[config.mk]
export PLATFORM = sky130hd
export DESIGN_NAME = shift_sequencer_flat
export DESIGN_NICKNAME = d
export VERILOG_FILES = /design/src/rtl/shift_pkg.sv /design/src/rtl/shift_sequencer_if.sv /design/src/rtl/shift_step.sv /design/src/rtl/shift_sequencer.sv /design/src/flat_wrapper.sv
export SDC_FILE = /design/constraint.sdc
export NUM_CORES = 1
export LEC_CHECK = 0
export CAP_MARGIN = 25
export CORE_MARGIN = 2
export CORE_UTILIZATION = 55
export CTS_BUF_LIST = sky130_fd_sc_hd__clkbuf_8
export DETAILED_ROUTE_END_ITERATION = 10
export MAX_ROUTING_LAYER = met4
export PLACE_DENSITY = 0.94
export SLEW_MARGIN = 20
export SYNTH_ARGS = -nofsm -noshare
export SYNTH_HDL_FRONTEND = slang
export SYNTH_SLANG_ARGS = --single-unit
[constraint.sdc]
create_clock -name clk -period 3.7 [get_ports clk]
set_input_delay 1.11 -clock clk [delete_from_list [all_inputs] [get_ports clk]]
set_output_delay 1.11 -clock clk [all_outputs]
set_load 0.05 [all_outputs]
[src/rtl/shift_pkg.sv]
// Shared definitions for the multi-cycle shifter: op encodings, FSM states
// and default datapath sizes.
package shift_pkg;

    localparam int DEFAULT_WIDTH   = 32;
    localparam int DEFAULT_SHAMT_W = 5;

    typedef enum logic [1:0] {
        OP_SLL = 2'b00,
        OP_SRL = 2'b01,
        OP_ROL = 2'b10,
        OP_SRA = 2'b11
    } op_e;

    typedef enum logic [1:0] {
        IDLE  = 2'b00,
        SHIFT = 2'b01,
        DONE  = 2'b10
    } state_e;

endpackage

[src/rtl/shift_sequencer_if.sv]
// Request/response bundle between the execute stage and the shift sequencer.
interface shift_sequencer_if
    import shift_pkg::*;
#(
    parameter int WIDTH   = DEFAULT_WIDTH,
    parameter int SHAMT_W = DEFAULT_SHAMT_W
);
    logic               start;
    logic [1:0]         op;
    logic [WIDTH-1:0]   operand;
    logic [SHAMT_W-1:0] shamt;
    logic               flush;
    logic               busy;
    logic               done;
    logic [WIDTH-1:0]   result;

    modport master (
        output start, op, operand, shamt, flush,
        input  busy, done, result
    );

    modport slave (
        input  start, op, operand, shamt, flush,
        output busy, done, result
    );
endinterface

[src/rtl/shift_step.sv]
// One-bit shift/rotate step; the sequencer applies it once per SHIFT cycle.
module shift_step
    import shift_pkg::*;
#(
    parameter int WIDTH = DEFAULT_WIDTH
) (
    input  logic [WIDTH-1:0] value,
    input  op_e              op,
    output logic [WIDTH-1:0] stepped
);
    logic [WIDTH-1:0] shl;
    logic [WIDTH-1:0] shr;

    genvar gi;
    generate
        for (gi = 1; gi < WIDTH; gi++) begin : g_bits
            assign shl[gi]   = value[gi-1];
            assign shr[gi-1] = value[gi];
        end
    endgenerate

    // Only the vacated end bit depends on the op.
    assign shl[0]       = (op == OP_ROL) ? value[WIDTH-1] : 1'b0;
    assign shr[WIDTH-1] = (op == OP_SRA) ? value[WIDTH-1] : 1'b0;

    assign stepped = (op == OP_SLL || op == OP_ROL) ? shl : shr;
endmodule

[src/rtl/shift_sequencer.sv]
// Multi-cycle variable shifter: applies a single one-bit step shamt times,
// trading latency (shamt+2 cycles) for area against a barrel shifter.
module shift_sequencer
    import shift_pkg::*;
#(
    parameter int WIDTH   = DEFAULT_WIDTH,
    parameter int SHAMT_W = DEFAULT_SHAMT_W
) (
    input  logic              clk,
    input  logic              rst,
    shift_sequencer_if.slave  bus
);
    state_e             state_reg, state_next;
    logic [WIDTH-1:0]   work_reg;
    logic [WIDTH-1:0]   result_reg;
    logic [SHAMT_W-1:0] count_reg;
    op_e                op_reg;
    logic [WIDTH-1:0]   work_stepped;
    logic               accept;
    logic               step_en;
    logic               finish;

    shift_step #(.WIDTH(WIDTH)) u_step (
        .value   (work_reg),
        .op      (op_reg),
        .stepped (work_stepped)
    );

    always_comb begin
        state_next = state_reg;
        accept     = 1'b0;
        step_en    = 1'b0;
        finish     = 1'b0;
        case (state_reg)
            IDLE: begin
                if (bus.start) begin
                    accept     = 1'b1;
                    state_next = SHIFT;
                end
            end
            SHIFT: begin
                if (bus.flush) begin
                    state_next = IDLE;
                end else if (count_reg != '0) begin
                    step_en = 1'b1;
                end else begin
                    finish     = 1'b1;
                    state_next = DONE;
                end
            end
            DONE: begin
                state_next = IDLE;
            end
            default: begin
                state_next = IDLE;
            end
        endcase
    end

    always_ff @(posedge clk) begin
        if (rst) begin
            state_reg  <= IDLE;
            work_reg   <= '0;
            result_reg <= '0;
            count_reg  <= '0;
            op_reg     <= OP_SLL;
        end else begin
            state_reg <= state_next;
            if (accept) begin
                work_reg  <= bus.operand;
                count_reg <= bus.shamt;
                op_reg    <= op_e'(bus.op);
            end
            if (step_en) begin
                work_reg  <= work_stepped;
                count_reg <= count_reg - SHAMT_W'(1);
            end
            // Result is committed only on the SHIFT->DONE transition.
            if (finish) begin
                result_reg <= work_reg;
            end
        end
    end

    assign bus.busy   = (state_reg != IDLE);
    assign bus.done   = (state_reg == DONE) && !bus.flush;
    assign bus.result = result_reg;
endmodule
[src/flat_wrapper.sv]
// flat-port wrapper written by rule: the top's interface ports become plain ports
module shift_sequencer_flat import shift_pkg::*;
#(
    parameter int WIDTH   = DEFAULT_WIDTH,
    parameter int SHAMT_W = DEFAULT_SHAMT_W
)
  (clk, rst, bus_start, bus_op, bus_operand, bus_shamt, bus_flush, bus_busy, bus_done, bus_result);
  shift_sequencer_if #(.WIDTH(WIDTH), .SHAMT_W(SHAMT_W)) bus_i ();
  input  logic clk;
  input  logic rst;
  input wire logic [$bits(bus_i.start)-1:0] bus_start;
  input wire logic [$bits(bus_i.op)-1:0] bus_op;
  input wire logic [$bits(bus_i.operand)-1:0] bus_operand;
  input wire logic [$bits(bus_i.shamt)-1:0] bus_shamt;
  input wire logic [$bits(bus_i.flush)-1:0] bus_flush;
  output wire logic [$bits(bus_i.busy)-1:0] bus_busy;
  output wire logic [$bits(bus_i.done)-1:0] bus_done;
  output wire logic [$bits(bus_i.result)-1:0] bus_result;
  assign bus_i.start = bus_start;
  assign bus_i.op = bus_op;
  assign bus_i.operand = bus_operand;
  assign bus_i.shamt = bus_shamt;
  assign bus_i.flush = bus_flush;
  assign bus_busy = bus_i.busy;
  assign bus_done = bus_i.done;
  assign bus_result = bus_i.result;
  shift_sequencer #(.WIDTH(WIDTH), .SHAMT_W(SHAMT_W)) u_core (.clk(clk), .rst(rst), .bus(bus_i));
endmodule
layer_met1.png
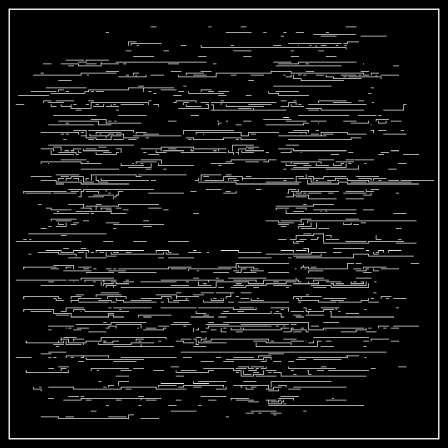
share of all routed wire: 41%
nets with wire on the layer: 397
longest straight run: 37.7 µm
main direction: horizontal
wire length on this layer: 3100 µm

layer_met2.png
Bar = 20 µm.
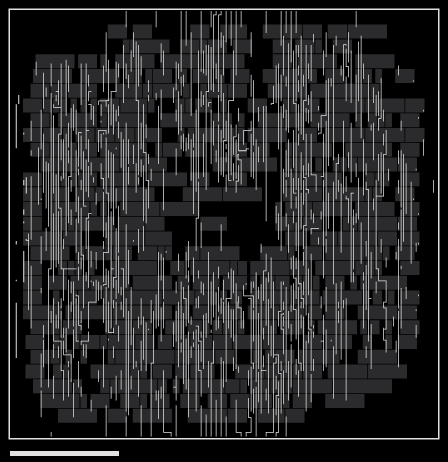
nets with wire on the layer: 386
wire length on this layer: 3850 µm
longest straight run: 32.3 µm

==> out/results.txt <==
fin area -> 4130 µm²
Clock Latency Late Sink -> 340 ps
number of remaining DRC errors -> 0
Reg power frac -> 0.461
Worst path slowest cell -> clkdlybuf4s50_1
H-tree Lvls -> 3
unrepaired setup endpoints after global routing -> false
Net Sw Frac -> 0.236
vias in the first global route -> 2638
Net count, final -> 453
Leakage Power -> 1.42 nW
antenna diode count -> 0
Syn Area/Cell -> 9.02 µm²
Min Clock Period, post-route -> 3240 ps
number of cells in Yosys stat -> 341
die area -> 6210 µm²
vias per cell -> 5.69
hold_buf cts -> 0
Ports -> 77
initial antenna violation count -> 0
flip-flops with a built-in enable -> 0
proportion of layout cells with a drive suffix above 1 -> 0.0870
gp weighted congestion -> 0.844
initial DRC count -> 174
vias -> 2765
most instantiated cells after synthesis -> 73 x dfxtp_1, 73 x nand2_1, 40 x a21oi_1
final setup violating endpoints -> 0
Pwr Density -> 458 nW/µm²
clock share of power -> 0.420
register share after synthesis -> 0.475
Post-Syn Nets -> 385
Max-slew headroom -> 0.327
Global Route Usage Sum -> 0.261
Critical Path RT -> 2590 ps
Synth cell types -> 32
placed inst area -> 3870 µm²
P_int -> 1.45 mW
max-slew violations -> 0
Slew @ Worst Pin -> 1010 ps
crit-path cells -> clkdlybuf4s50_1 -> nor3b_1 -> buf_12
maximum vdd ir drop -> 0.321 mV
Tcrit/Tclk final -> 0.875
first-pass GRT wire length -> 12300 µm
Largest cells by area -> dfxtp_1 48%, a221o_1 10%, mux2i_1 9.8%, nand2_1 8.9%, a21oi_1 6.5%
Detailed Place HPWL -> 5110 µm
core area -> 5440 µm²
CTS root buf -> clkbuf_8
Synth Cell Area -> 3080 µm²
Area growth syn-to-layout -> 34.4%
final hold violations -> 0
Area leader share -> 0.475
status -> complete, no violations
routed wire length -> 7480 µm
tool warning count -> 26
Main synth FF type -> dfxtp_1
grt ovf -> 0
Worst Setup End Kind -> output pin
DIE HEIGHT -> 78.8 µm
drt pass-1 iters -> 4
Synth Register Bits -> 73
power share of the combinational group -> 0.119
NetSw -> 447 µW
average wire per standard cell -> 15.4 µm
post-CTS setup buffers -> 0
Clock Pin Slew Worst Setup and Hold Paths -> 70 ps
min-delay worst type -> flop to flop
Starting Density -> 0.565
CP max FO -> 2
# clock sinks -> 73
TritonCTS Buffers -> 9
CTS max path bufs -> 2
largest net degree at the start of global routing -> 40
Setup CP Type -> input port to output pin
yosys synthesis chip area -> 3080 µm²
antenna viol nets, final -> 0
layer_met3.png
Bar = 20 µm.
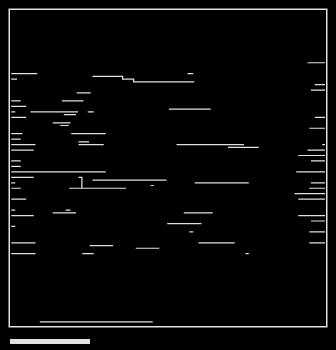
nets with wire on the layer: 58
wire length on this layer: 393 µm

detail.png
Bar = 5 µm. Region (10, 49) to (30, 69) µm. Cells in grey, sequential cells in the stronger grey; small squares are vias.
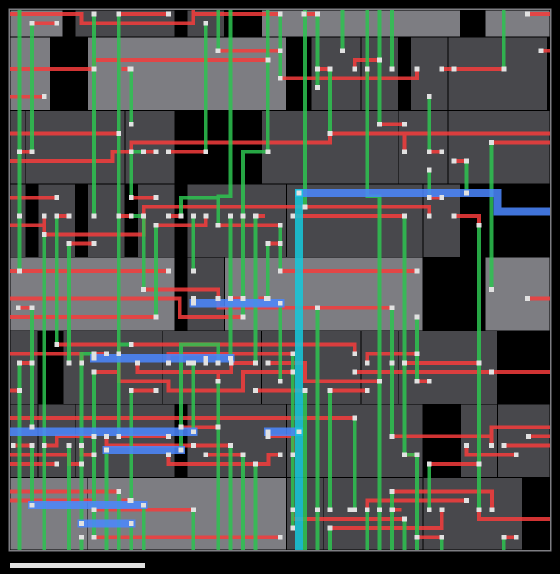
[metal 3] blue
[metal 1] red
[metal 4] cyan
[metal 2] green
most frequent: nor2_1 (6), nand2_1 (6)
sequential cells in the window: 4
netlist names of flops here include: u_core.work_reg (3), u_core.bus.result (1)
cells with their middle in the window: 35

## cell families (layout without fill, tap and decap cells)
group                      count (synthesis)  in the layout  share of synthesized area
and+or+nand+nor                          128            128                      0.186
DFF                                       73             73                      0.475
adders and majority gates                  1              1                    0.00407
buffers and inverters                     30            103                     0.0500
muxes                                     30             30                     0.0976
AOI/OAI and AO/OA                         79             79                      0.187
## layer usage
layer / up-vias / wire length, µm / track usage
met2: 98 / 3850 / 0.446
met1: 1311 / 3100 / 0.299
met3: 10 / 392 / 0.0523
met5: - / 0 / -
li1: 1346 / - / -
met4: 0 / 135 / 0.109
## placed cells by master, fill, tap and decap left out, types with 2 or more instances in the layout
| cell type | count |
|---|---|
| clkdlybuf4s50_1 | 75 |
| nand2_1 | 73 |
| dfxtp_1 | 72 |
| a21oi_1 | 40 |
| nor2_1 | 34 |
| a221o_1 | 32 |
| mux2i_1 | 30 |
| clkbuf_8 | 12 |
| buf_4 | 8 |
| nand3_1 | 3 |
| bufinv_16 | 3 |
| inv_1 | 2 |
| nor3b_1 | 2 |
| nor3b_2 | 2 |
| nand3b_1 | 2 |
| a31oi_1 | 2 |
| nand2b_1 | 2 |
## final timing paths
kind / slack (ps) / start / cells after the start / endpoint
max: 460 / bus_flush / 3 / bus_done
max reg2reg: 1270 / u_core.count_reg[0] / 7 / u_core.work_reg[14]
min reg2reg: 450 / u_core.bus.result[1] / 2 / u_core.bus.result[1]
min: 450 / u_core.bus.result[1] / 2 / u_core.bus.result[1]
## power groups by stage
stage               sequential [mW]  combinational (mW)  clock (mW)
CTS                           0.871               0.225       0.799
floorplan                     0.880               0.144           0
detailed placement            0.889               0.224           0
global placement              0.886               0.213           0
global route                  0.879               0.243       0.844
finish                        0.873               0.225       0.795
## layout make-up
| class | instances | area, µm² |
|---|---|---|
| multi-input cells | 238 | 1470 |
| flip-flops and latches | 73 | 1460 |
| fillers | 398 | 1310 |
| repair buffers | 85 | 846 |
| clock buffers | 12 | 165 |
| clock inverters | 4 | 97.6 |
| well taps | 72 | 90.1 |
| inverters | 2 | 7.51 |
## critical path, delay by kind of cell
kind / cells / cell delay [ps]
buffers and inverters: 2 / 640
and+or+nand+nor: 1 / 380
## metrics by stage
step / hold slack, ps / std cells / worst slack (ps) / power [mW] / util
after CTS: 457 / 486 / 442 / 1.90 / 0.760
after detailed placement: 446 / 470 / 447 / 1.11 / 0.712
final: 453 / 486 / 462 / 1.89 / 0.760
after global placement: 441 / 469 / 525 / 1.10 / 0.709
after global routing: 478 / 486 / 415 / 1.97 / 0.760
after floorplan: 444 / 341 / 336 / 1.02 / -
No activity file was given, so power comes from the tool's default toggle rates.
